Figure 1. Drive-strength map.
Drawn at 2 px/µm.
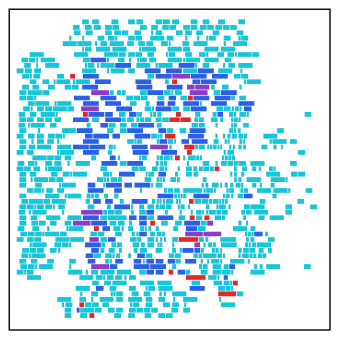
Figure 2. Cell area per tile.
Drawn at 2 px/µm. The die is cut into 16 by 16 equal tiles; dark blue is low, red is high, 0 to 100% covered.
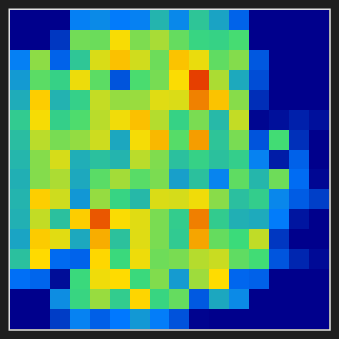
Figure 3. Met1 routing.
Drawn at 4 px/µm. Supply wires on this layer in grey. Cells faint in the background.
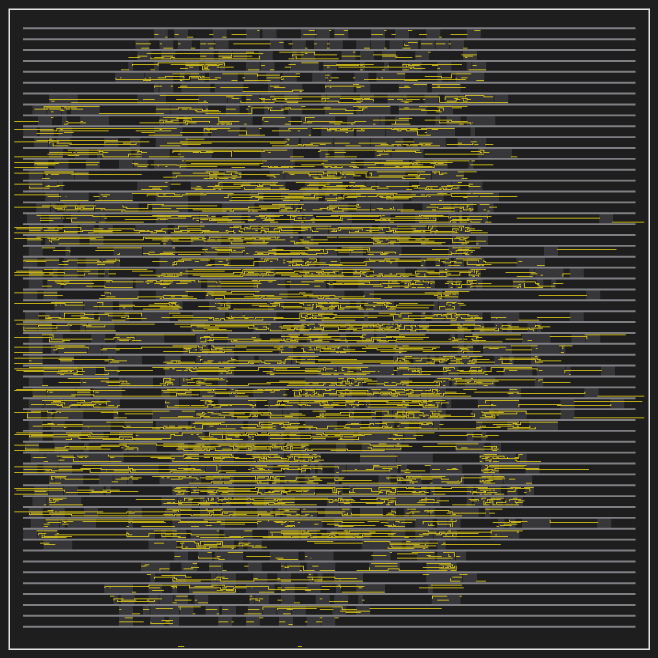
Figure 4. Placement view.
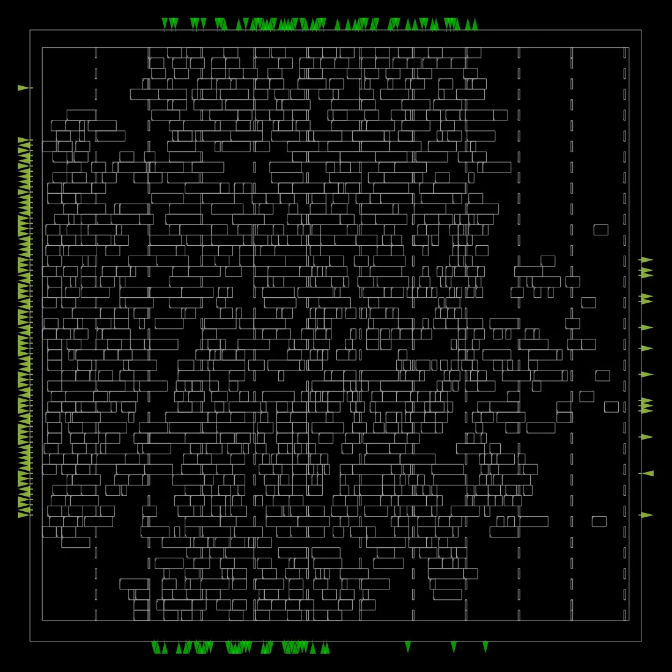
Figure 5. Port wiring.
Drawn at 2 px/µm.
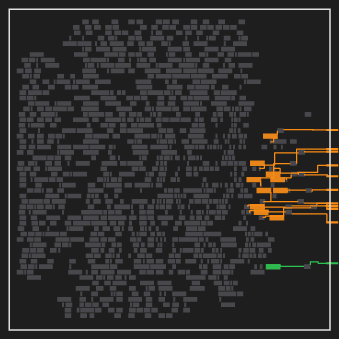
File: config.mk
export PLATFORM = sky130hd
export DESIGN_NAME = string_sequencer
export DESIGN_NICKNAME = d
export VERILOG_FILES = /design/src/rtl/string_sequencer.sv
export SDC_FILE = /design/constraint.sdc
export NUM_CORES = 1
export LEC_CHECK = 0
export CAP_MARGIN = 20
export CORE_MARGIN = 3
export CORE_UTILIZATION = 35
export CTS_CLUSTER_SIZE = 12
export DETAILED_ROUTE_END_ITERATION = 10
export GPL_ROUTABILITY_DRIVEN = 0
export HOLD_SLACK_MARGIN = 0.08
export MAX_ROUTING_LAYER = met4
export SYNTH_ARGS = -nofsm -noshare
export SYNTH_HDL_FRONTEND = slang
export SYNTH_SLANG_ARGS = --single-unit
File: constraint.sdc
create_clock -name Clk -period 6.17 [get_ports Clk]
set_clock_uncertainty 0.2 [all_clocks]
set_input_delay 0.9255 -clock Clk [delete_from_list [all_inputs] [get_ports Clk]]
set_output_delay 0.9255 -clock Clk [all_outputs]
set_load 0.1 [all_outputs]
File: src/rtl/string_sequencer.sv
// string_sequencer: latches a packed multi-slot message, strobes CompareString
// while the latched copy is stable, then presents each valid slot's character
// code one at a time, advancing on every NextChar request.
module string_sequencer #(
    parameter int NCHARS = 7,
    parameter int CHARW  = 10,
    parameter int SLOTW  = CHARW + 1
) (
    input  logic                    Clk,
    input  logic                    Reset,
    input  logic                    LoadString,
    input  logic [0:NCHARS*SLOTW-1] StringIn,
    input  logic                    NextChar,
    output logic [0:NCHARS*SLOTW-1] String,
    output logic                    CompareString,
    output logic [0:CHARW-1]        DataChar,
    output logic                    CharValid,
    output logic [2:0]              CharIndex,
    output logic                    Done
);

    localparam int         STRW  = NCHARS * SLOTW;
    localparam int         BASEW = $clog2(STRW);
    localparam logic [2:0] LAST  = 3'(NCHARS - 1);

    typedef enum logic [2:0] {
        IDLE,
        CHECK,
        SCAN,
        PRESENT,
        DONE
    } state_t;

    state_t            state;
    state_t            state_next;
    logic [0:STRW-1]   string_next;
    logic [0:CHARW-1]  data_next;
    logic              valid_next;
    logic              compare_next;
    logic              done_next;
    logic [2:0]        index_next;

    logic [BASEW-1:0]  slot_base;
    logic [BASEW-1:0]  code_base;
    logic              slot_valid;
    logic [0:CHARW-1]  slot_code;

    // Pick out the flag and code of the slot currently addressed by CharIndex.
    // The flag is the lowest-numbered bit of the slot, the code follows MSB first.
    always_comb begin
        slot_base  = BASEW'(CharIndex) * BASEW'(SLOTW);
        code_base  = slot_base + BASEW'(1);
        slot_valid = String[slot_base];
        slot_code  = String[code_base +: CHARW];
    end

    // Next-state and next-output logic; a load request overrides every state,
    // including a pending NextChar, so a new message always restarts cleanly.
    always_comb begin
        state_next   = state;
        string_next  = String;
        data_next    = DataChar;
        valid_next   = CharValid;
        index_next   = CharIndex;
        compare_next = 1'b0;
        done_next    = 1'b0;

        if (LoadString) begin
            string_next  = StringIn;
            index_next   = 3'd0;
            valid_next   = 1'b0;
            data_next    = '0;
            compare_next = 1'b1;
            state_next   = CHECK;
        end else begin
            case (state)
                IDLE: begin
                    state_next = IDLE;
                end
                CHECK: begin
                    // Only an all-zero message counts as empty; stray code bits
                    // with clear flags still go through a full scan.
                    if (String == '0) begin
                        state_next = DONE;
                        done_next  = 1'b1;
                    end else begin
                        state_next = SCAN;
                    end
                end
                SCAN: begin
                    if (slot_valid) begin
                        data_next  = slot_code;
                        valid_next = 1'b1;
                        state_next = PRESENT;
                    end else if (CharIndex < LAST) begin
                        index_next = CharIndex + 3'd1;
                    end else begin
                        state_next = DONE;
                        done_next  = 1'b1;
                    end
                end
                PRESENT: begin
                    if (NextChar) begin
                        valid_next = 1'b0;
                        data_next  = '0;
                        if (CharIndex == LAST) begin
                            state_next = DONE;
                            done_next  = 1'b1;
                        end else begin
                            index_next = CharIndex + 3'd1;
                            state_next = SCAN;
                        end
                    end
                end
                DONE: begin
                    state_next = IDLE;
                end
                default: begin
                    state_next = IDLE;
                end
            endcase
        end
    end

    // State register and registered outputs; reset returns everything to zero.
    always_ff @(posedge Clk) begin
        if (Reset) begin
            state         <= IDLE;
            String        <= '0;
            DataChar      <= '0;
            CharValid     <= 1'b0;
            CharIndex     <= 3'd0;
            CompareString <= 1'b0;
            Done          <= 1'b0;
        end else begin
            state         <= state_next;
            String        <= string_next;
            DataChar      <= data_next;
            CharValid     <= valid_next;
            CharIndex     <= index_next;
            CompareString <= compare_next;
            Done          <= done_next;
        end
    end

endmodule
==> Slide: Implementation Results <==
Implementation Results

Yosys
  • Cell Type Count: 76
  • Synth Area per Inst: 9.593 µm²
  • Chip Area, Yosys: 8259 µm²
  • Area share, top type: 23.27%
  • Mapped cell area: 8259 µm²
  • Ys async rst share: 0%
  • Commonest flop: dfxtp_1
  • Syn Inst Count: 861
  • Most common cell in the netlist: mux2i_1
  • Synth Seq Share: 23.27%

Worst setup path
  • Type of the worst setup path: reg2reg
  • Reg2reg setup slack: 1.32 ns
  • Worst reg-to-reg path cell count: 13
  • Critical path endpoint category: flop
  • Reg2reg start: CharIndex[0]$_SDFFE_PP0P_
  • Critical Path Start Type: flop
  • Most frequent CP cell: ha_1

Global route
  • GR Overflow Total: 0
  • Pin count of the biggest net entering global routing: 82
  • Vias in the first global route: 7,419

Flow run
  • Tool warnings: 28
  • Max_cap viols: 0

Placed design
  • Final HPWL DP: 22,060 µm
  • Cells after DPL: 1,285

Finish
  • Gate Area: 5933 µm²
  • Dominant class by area: logic gates
  • ClkCell Share: 2.985%
  • Share of cells above drive strength 1: 15.79%
  • Top cells excl fill/tap: 171 x clkdlybuf4s50_1, 146 x mux2i_1, 127 x nor2_1
  • Fraction of area in registers: 18.35%
  • N_diodes: 1
  • Storage element area: 1923 µm²
  • Fin area: 10,480 µm²

Final timing
  • RSZ-0062 raised after global routing: no
  • Worst setup margin: 1.318 ns
  • Worst-Margin Slew: 1.087 ns

Clocking
  • Latency at later pin: 0.36 ns
  • CTS Buf Count: 9
  • Clock Path Buffers: 2

Run status
  • Outcome: finished clean

Floorplanning
  • Die W: 159.6 µm
  • Die Size: 25,480 µm²

Drt
  • Via count: 7,936
  • Detailed-route DRC error count: 0

Min path
  • HP Class: reg2reg
About Figure 1:
Cyan marks x1 and smaller, cells 832, most used clkdlybuf4s50_1. Red marks x3 and x4, cells 24, most used buf_4. Blue marks x2, cells 117, most used mux4_2. Purple marks x6 and larger, cells 15, most used clkbuf_16.

About Figure 2:
7.8% of the tiles are over 75% full. The mean over all tiles is 40%. The fullest tile reaches 93%. The emptiest ninth of the die: top right.
post-layout util: 45.73%
Core ar.: 22,920 µm²
Initial Utilization: 36.04%

About Figure 3:
The longest straight run is 52.9 µm. The wires run mostly horizontal. 977 nets have wire on it. The layer carries 13,100 µm of wire. The layer holds 43% of the routed length.

About Figure 4:
fin cells: 1,302
Taps Inserted: 313
num sequential: 96
Rows: 55
fillcell total: 2,206

About Figure 5:
Orange marks `DataChar`, bits 10, direction output, end cells 10, buffers 10, wire 341 µm. Green marks `Done`, bits 1, direction output, end cells 1, buffers 1, wire 23.9 µm.
port bufs: 173
Top Ports: 174

-- how the worst min path moves through the flow --
stage                             start                        to  depth (start not counted)
2_1_floorplan     state[2]$_SDFFE_PP0P_           Done$_SDFF_PP0_                          1
3_3_place_gp   DataChar[9]$_SDFFE_PP0P_  DataChar[9]$_SDFFE_PP0P_                          2
3_5_place_dp   DataChar[9]$_SDFFE_PP0P_  DataChar[9]$_SDFFE_PP0P_                          2
4_1_cts        DataChar[9]$_SDFFE_PP0P_  DataChar[9]$_SDFFE_PP0P_                          2
5_1_grt          CharValid$_SDFFE_PP0P_    CharValid$_SDFFE_PP0P_                          2
6_report       DataChar[9]$_SDFFE_PP0P_  DataChar[9]$_SDFFE_PP0P_                          2
-- where the power goes --
part           internal [µW]  leakage (µW)  switching [µW]
clock network            332      0.000148             272
logic                    259       0.00333             423
registers                651      0.000790            80.4
total                   1240       0.00427             776
-- state kept, by name, summed over array words and instances, names as in the netlist --
name           count
CharValid          1
Done               1
state              3
DataChar          10
String            77
CompareString      1
CharIndex          3
-- kinds of logic after synthesis --
kind of cell	after synthesis	share of synthesized area, %
flip-flops	96	23.27
multiplexers	257	42.24
XOR/XNOR	7	1.576
adder cells (fa/ha/maj)	10	1.697
buffers and inverters	95	5.136
AND/OR/NAND/NOR	261	14.13
AND-OR/OR-AND	135	11.95
-- routing by layer --
| metal | track usage, % | vias up | routed length, µm |
|---|---|---|---|
| met2 | 33.85 | 476 | 13240 |
| met3 | 5.344 | 86 | 2791 |
| li1 | - | 3558 | - |
| met1 | 32.14 | 3816 | 13080 |
| met5 | - | - | 0 |
| met4 | 8.635 | 0 | 1174 |
Power is estimated from default activity; no workload was simulated.
